**Run 1: routed clock nets over the placement**

The bar under the picture is 20 um long.
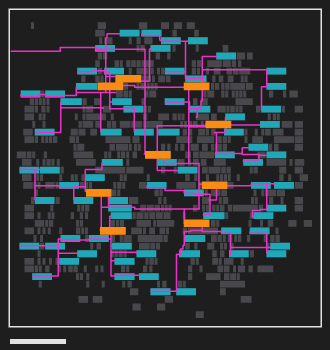
**Run 1: cell sizes after repair**

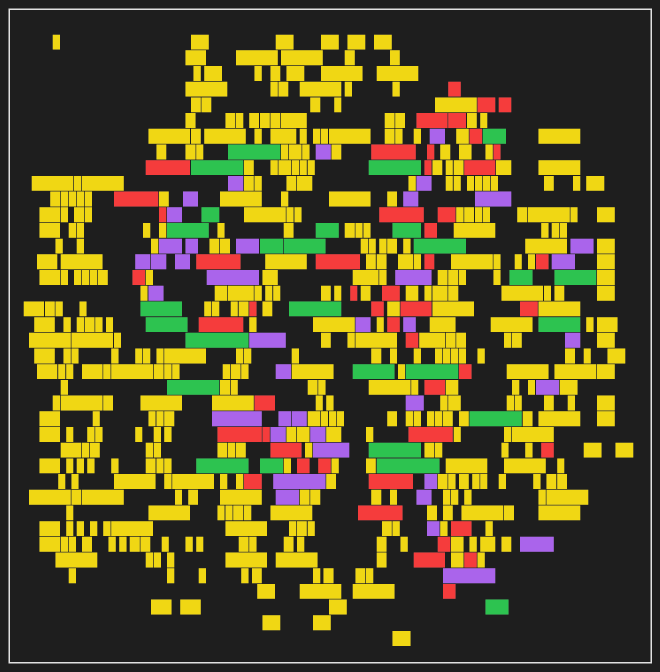
**Run 1: cell outlines without signal wires**

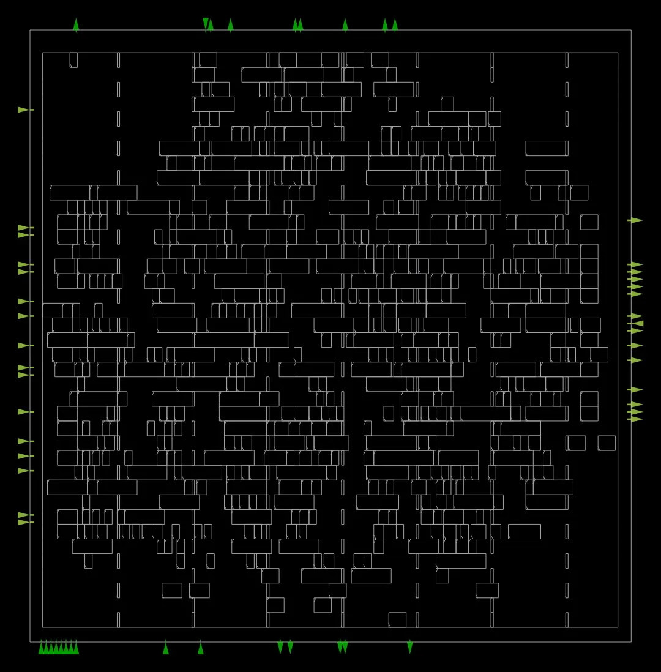
[config.mk]
export PLATFORM = sky130hd
export DESIGN_NAME = div_result_bcd_formatter
export DESIGN_NICKNAME = d
export VERILOG_FILES = /design/src/rtl/div_result_bcd_formatter.sv
export SDC_FILE = /design/constraint.sdc
export NUM_CORES = 1
export LEC_CHECK = 0
export ABC_AREA = 1
export CAP_MARGIN = 20
export CELL_PAD_IN_SITES_DETAIL_PLACEMENT = 0
export CELL_PAD_IN_SITES_GLOBAL_PLACEMENT = 1
export CORE_AREA = 2 2 109 111
export DETAILED_ROUTE_END_ITERATION = 10
export DIE_AREA = 0 0 111 113
export PLACE_DENSITY_LB_ADDON = 0.3
export SETUP_SLACK_MARGIN = 0.15
export SLEW_MARGIN = 20
export SYNTH_ARGS = -nofsm -noshare
export SYNTH_HDL_FRONTEND = slang
export SYNTH_SLANG_ARGS = --single-unit
export TNS_END_PERCENT = 20
[constraint.sdc]
create_clock -name clk -period 1.6 [get_ports clk]
set_clock_uncertainty 0.2 [all_clocks]
set_input_delay 0.16 -clock clk [delete_from_list [all_inputs] [get_ports clk]]
set_output_delay 0.16 -clock clk [all_outputs]
set_load 0.02 [all_outputs]
[src/rtl/div_result_bcd_formatter.sv]
// div_result_bcd_formatter
// Captures the restoring divider's quotient/remainder on the rising edge of
// its level `done`, converts both to packed BCD with a bit-serial double
// dabble engine (one bit per cycle), and offers the result on valid/ready.
//
// Ports:
//   clk, reset        clock, synchronous active-high reset
//   in_done           divider done level; 0->1 marks a new result
//   in_quotient       divider quotient (WIDTH)
//   in_remainder      divider remainder (WIDTH)
//   in_divisor        divisor seen by the divider (divide-by-zero flag only)
//   out_ready         downstream accepts the result
//   out_valid         BCD result available
//   q_bcd, r_bcd      packed BCD quotient/remainder, digit 0 in [3:0]
//   busy              converting or holding a result
//   out_err           divide-by-zero flag
//
// Optional feature macro: BCD_DIVZERO_EN (divide-by-zero flag and all-ones
// result marker). When undefined, in_divisor is ignored and out_err is 0.
module div_result_bcd_formatter #(
   parameter int unsigned WIDTH  = 8,
   parameter int unsigned DIGITS = 3
) (
   input  logic                  clk,
   input  logic                  reset,
   input  logic                  in_done,
   input  logic [WIDTH-1:0]      in_quotient,
   input  logic [WIDTH-1:0]      in_remainder,
   input  logic [WIDTH-1:0]      in_divisor,
   input  logic                  out_ready,
   output logic                  out_valid,
   output logic [4*DIGITS-1:0]   q_bcd,
   output logic [4*DIGITS-1:0]   r_bcd,
   output logic                  busy,
   output logic                  out_err
);

   localparam int unsigned BW = 4 * DIGITS;
   localparam int unsigned CW = $clog2(WIDTH + 1);

   // DIGITS must be able to hold the largest WIDTH-bit value.
   function automatic bit digits_ok();
      longint unsigned p;
      p = 64'd1;
      for (int unsigned i = 0; i < DIGITS; i++) p = p * 64'd10;
      return p > ((64'd1 << WIDTH) - 64'd1);
   endfunction

   localparam bit DIGITS_OK = digits_ok();

   if (!DIGITS_OK) begin : g_bad_digits
      $error("div_result_bcd_formatter: DIGITS too small for WIDTH");
   end

   // Add 3 to every BCD digit >= 5, no carry between digits.
   function automatic logic [BW-1:0] add3(input logic [BW-1:0] v);
      logic [BW-1:0] r;
      r = v;
      for (int unsigned d = 0; d < DIGITS; d++) begin
         if (v[4*d +: 4] >= 4'd5) r[4*d +: 4] = v[4*d +: 4] + 4'd3;
      end
      return r;
   endfunction

   typedef enum logic [1:0] {IDLE, CONV, HOLD} state_t;

   state_t           state, state_nxt;
   logic             done_prev;
   logic             rise;
   logic [CW-1:0]    cnt;
   logic [WIDTH-1:0] q_bin, r_bin, q_bin_nxt, r_bin_nxt;
   logic [BW-1:0]    q_acc, r_acc, q_acc_nxt, r_acc_nxt;

   assign rise = in_done & ~done_prev;

   // One double dabble step: correct digits, then shift {bcd,bin} left.
   always_comb begin
      {q_acc_nxt, q_bin_nxt} = {add3(q_acc), q_bin} << 1;
      {r_acc_nxt, r_bin_nxt} = {add3(r_acc), r_bin} << 1;
   end

   // State register.
   always_ff @(posedge clk) begin
      if (reset) state <= IDLE;
      else       state <= state_nxt;
   end

   // Next-state logic; HOLD implies out_valid, so out_ready alone completes it.
   always_comb begin
      state_nxt = state;
      case (state)
         IDLE:    if (rise) state_nxt = CONV;
         CONV:    if (cnt == CW'(1)) state_nxt = HOLD;
         HOLD:    if (out_ready) state_nxt = IDLE;
         default: state_nxt = IDLE;
      endcase
   end

`ifdef BCD_DIVZERO_EN
   logic err_pend;
`else
   logic unused_divisor;
   assign unused_divisor = ^in_divisor;
   assign out_err        = 1'b0;
`endif

   // Datapath and registered outputs.
   always_ff @(posedge clk) begin
      if (reset) begin
         done_prev <= 1'b1;       // done already high at release is not a rise
         cnt       <= '0;
         q_bin     <= '0;
         r_bin     <= '0;
         q_acc     <= '0;
         r_acc     <= '0;
         q_bcd     <= '0;
         r_bcd     <= '0;
         out_valid <= 1'b0;
         busy      <= 1'b0;
`ifdef BCD_DIVZERO_EN
         err_pend  <= 1'b0;
         out_err   <= 1'b0;
`endif
      end else begin
         done_prev <= in_done;
         case (state)
            IDLE: begin
               if (rise) begin
                  q_bin <= in_quotient;
                  r_bin <= in_remainder;
                  q_acc <= '0;
                  r_acc <= '0;
                  cnt   <= CW'(WIDTH);
                  busy  <= 1'b1;
`ifdef BCD_DIVZERO_EN
                  err_pend <= (in_divisor == '0);
`endif
               end
            end
            CONV: begin
               q_acc <= q_acc_nxt;
               r_acc <= r_acc_nxt;
               q_bin <= q_bin_nxt;
               r_bin <= r_bin_nxt;
               cnt   <= cnt - CW'(1);
               if (cnt == CW'(1)) begin
                  out_valid <= 1'b1;
`ifdef BCD_DIVZERO_EN
                  out_err <= err_pend;
                  q_bcd   <= err_pend ? '1 : q_acc_nxt;
                  r_bcd   <= err_pend ? '1 : r_acc_nxt;
`else
                  q_bcd   <= q_acc_nxt;
                  r_bcd   <= r_acc_nxt;
`endif
               end
            end
            HOLD: begin
               if (out_ready) begin
                  out_valid <= 1'b0;
                  busy      <= 1'b0;
`ifdef BCD_DIVZERO_EN
                  out_err   <= 1'b0;
`endif
               end
            end
            default: ;
         endcase
      end
   end

endmodule

==> out/metrics.yaml, run 1 <==
clock_network:
  cts_hold_buf: 0
  clk_pin_slew_ns: 0.06
  root_buffer: "clkbuf_16"
grt:
  grt_max_degree: 30
  use_met1: 0.1874
  grt_pass1_vias: 3164
  gr-usage-met2: 0.2384
  grt_pass1_wl_mm: 14.86
setup_path:
  critical_path.reg2reg.endpoint: "q_bcd[2]"
  start_kind: "flop"
  endpoint_kind: "flop"
route:
  drt_iter0_markers: 145
  top_layer_used: "met4"
  drcViolationCount: 0
final_timing:
  finalCritPeriodShare: 0.9568
  setup_slack_ns: 0.06914
  hold_viol: 0
finish:
  inverters: 43
  nClkBuffers: 10
  instances_no_fill: 714
  area_growth_pct: 40.95
  logic_area_um2: 1927
  regArea_um2: 1479
  final_cell_mix: "nand2_1 (138), dfxtp_1 (61), nor2_1 (53)"
  ff_count: 73
flow_run:
  tool_warnings: 44
  cap_violations: 0
synthesis:
  syn_inst: 502
  yosys.cell_count.top_type: "nand2_1"
  yosysChipArea_um2: 3450
  synth.cell_area_um2: 3450
  yosys.area.top_type_share: 0.4236
  top_area_cell: "dfxtp_1"
  yosys_warnings: 0
  area_leaders: "dfxtp_1 (42%), nand2_1 (17%), a21oi_1 (7.7%)"
pwr:
  total_power_uw: 4462
  p_int_uw: 3433
  p_switching_uw: 1029
  powerComb_uw: 354
  power_frac_seq: 0.424
  p_per_area_nw_per_um2: 917.8
min_path:
  min-delay-start: "in_remainder[0]"
placed_design:
  placed_area_um2: 4199
  gp_congestion: 0.7541
run_status:
  status: "finished clean"
floorplanning:
  fp_util: 0.3060
## Picture notes: 'routed clock nets over the placement'
[flip-flops] cyan | count: 73
[clock wires] magenta | length: 1030 um
[cells driving clock nets] orange | count: 9
routed clock nets: 10
clock group power: 2210 uW
Skew-Pair Late Insertion Delay: 0.33 ns

## Picture notes: 'cell sizes after repair'
| size | colour | cells |
|---|---|---|
| drive 3 to 4 | purple | 39 |
| drive 6 and up | green | 27 |
| drive 2 | red | 49 |
| drive 1 or less | yellow | 456 |

## Picture notes: 'cell outlines without signal wires'
Core Region: 11270 um^2
tap cell count: 143
Row Count: 39
fin util: 0.4313
sequential share of cell area: 0.3042

==> run 1: kinds of logic after synthesis <==
group / count (synthesis) / synth area share
flops: 73 / 0.4236
simple gates: 255 / 0.3007
buf+inv: 65 / 0.08197
fa+ha+maj: 14 / 0.05078
other cells: 1 / 0.001087
compound gates: 94 / 0.1418
==> run 1: critical path, cell delays in order (launching register included) <==
cell,delay (ns)
dfxtp_2,0.32
inv_2,0.08
ha_4,0.14
nand3_4,0.07
nor2_4,0.13
buf_12,0.15
buf_12,0.14
buf_6,0.10
o21ai_2,0.04
nor2_1,0.10
==> run 1: state kept, by name (all words and copies together) (netlist names) <==
name,cells
q_bin,8
cnt,4
r_bin,8
q_bcd,12
out_valid,1
r_acc,12
state,2
done_prev,1
r_bcd,12
q_acc,12
busy,1
**Run 1: register map, names as in the netlist**

The bar under the picture is 20 um long.
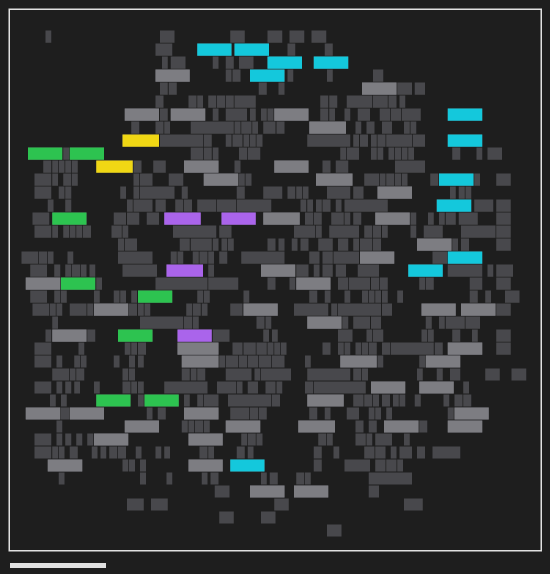

--- run 2 (diff from run 1) ---
- CORE_AREA: 2 2 109 111 -> 2 2 78 155
- DIE_AREA: 0 0 111 113 -> 0 0 80 157
- GPL_TIMING_DRIVEN: default -> 0
- clock period: 1.6 -> 1.8 ns (I/O delays scaled with it)
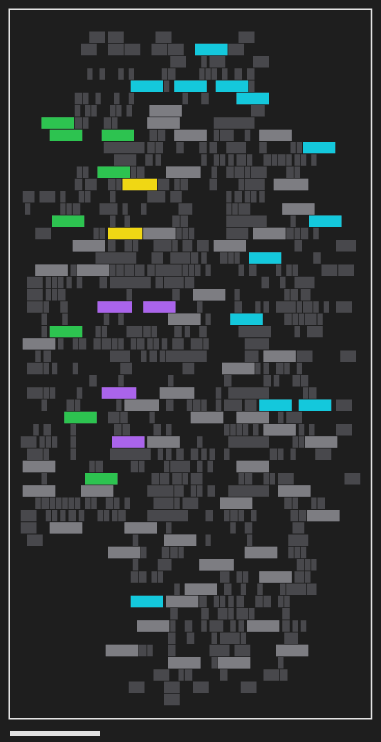
**Above:** run 2 (register map, names as in the netlist).
The bar under the picture is 20 um long.
| name in the netlist | colour | sequential cells |
|---|---|---|
| r_bin | green | 8 |
| state | yellow | 2 |
| cnt | purple | 4 |
| q_bcd | cyan | 12 |

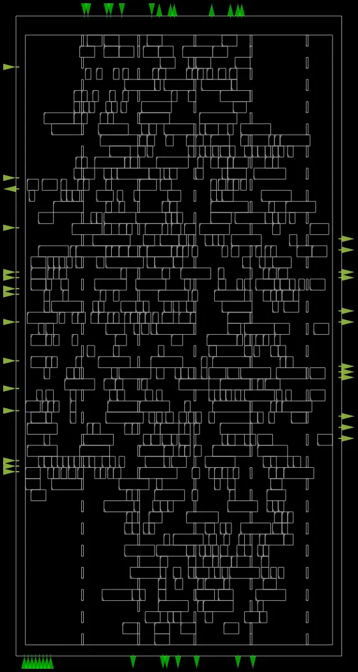
**Above:** run 2 (cell outlines without signal wires).
fin util: 0.4027
fin cells: 709
layout sequential cell count: 73
# fillers: 1263
Core Region: 11290 um^2

==> out/metrics.yaml, run 2 <==
run_status:
  status: "finished clean"
grt:
  gr-usage-met2: 0.3048  # +0.06632
  use_met1: 0.1612  # -0.02624
  grt_pass1_wl_mm: 15.59  # +4.9%
pwr:
  total_power_uw: 3601  # -19%
  p_per_area_nw_per_um2: 792.4  # -14%
  power_frac_seq: 0.469  # +0.045
  powerComb_uw: 303  # -14%
  p_switching_uw: 825.0  # -20%
  p_int_uw: 2776  # -19%
setup_path:
  endpoint_kind: "output port"
  start_kind: "flop"
  worst_path_largest_cell_delay_ns: 0.61  # +0.29 ns
  cp_top_family: "buffers and inverters"
  path_depth: 1  # -8
  crit_buf_inv: 1  # -3
  crit_slowest_cell: "clkdlybuf4s50_1"
  path_cells: "clkdlybuf4s50_1"
  critical_path.reg2reg.endpoint: "r_bcd[1]"
synthesis:
  top_area_cell: "dfxtp_1"
  syn_inst: 502  # unchanged
  area_leaders: "dfxtp_1 (42%), nand2_1 (17%), a21oi_1 (7.7%)"
  yosys_warnings: 0  # unchanged
floorplanning:
  fp_util: 0.3057  # -0.0003732
placed_design:
  placed_area_um2: 4068  # -3.1%
  gp_congestion: 0.7822  # +3.7%
finish:
  final_cell_mix: "nand2_1 (151), dfxtp_1 (64), nor2_1 (58)"
  logic_area_um2: 1795  # -6.8%
  area_growth_pct: 31.74
  regArea_um2: 1473  # -0.42%
route:
  drt_iter0_markers: 142  # -2.1%
clock_network:
  cts_hold_buf: 0  # unchanged
  root_buffer: "clkbuf_16"
  clock_latency_ns: 0.33  # about the same
min_path:
  min-delay-start: "reset"
flow_run:
  tool_warnings: 43  # -2.3%
final_timing:
  hold_viol: 0  # unchanged
  finalCritPeriodShare: 0.9279
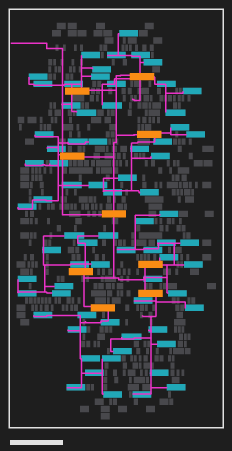
**Above:** run 2 (routed clock nets over the placement).
The bar under the picture is 20 um long.
[cells driving clock nets] orange | count: 9
[flip-flops] cyan | count: 73
[clock wires] magenta | length: 1010 um
routed clock nets: 10
Clock power frac: 0.447
clock group power: 1610 uW

[run 2: final cells by class]
class | count | area share
plain buffers | 23 | 0.03442
multi-input cells | 364 | 0.3951
well taps | 142 | 0.03910
flip-flops and latches | 73 | 0.3241
inverters | 42 | 0.03634
repair buffers | 51 | 0.1129
clock buffers | 14 | 0.05809
[run 2: logic make-up (layout without fill, tap and decap cells)]
| kind of cell | count (synthesis) | in the layout | synth area share |
|---|---|---|---|
| and+or+nand+nor | 255 | 255 | 0.3007 |
| AOI/OAI and AO/OA | 94 | 94 | 0.1418 |
| DFF | 73 | 73 | 0.4236 |
| buffers and inverters | 65 | 130 | 0.08197 |
| adders and majority gates | 14 | 14 | 0.05078 |
| other | 1 | 1 | 0.001087 |
No activity file was given, so power comes from the tool's default toggle rates.
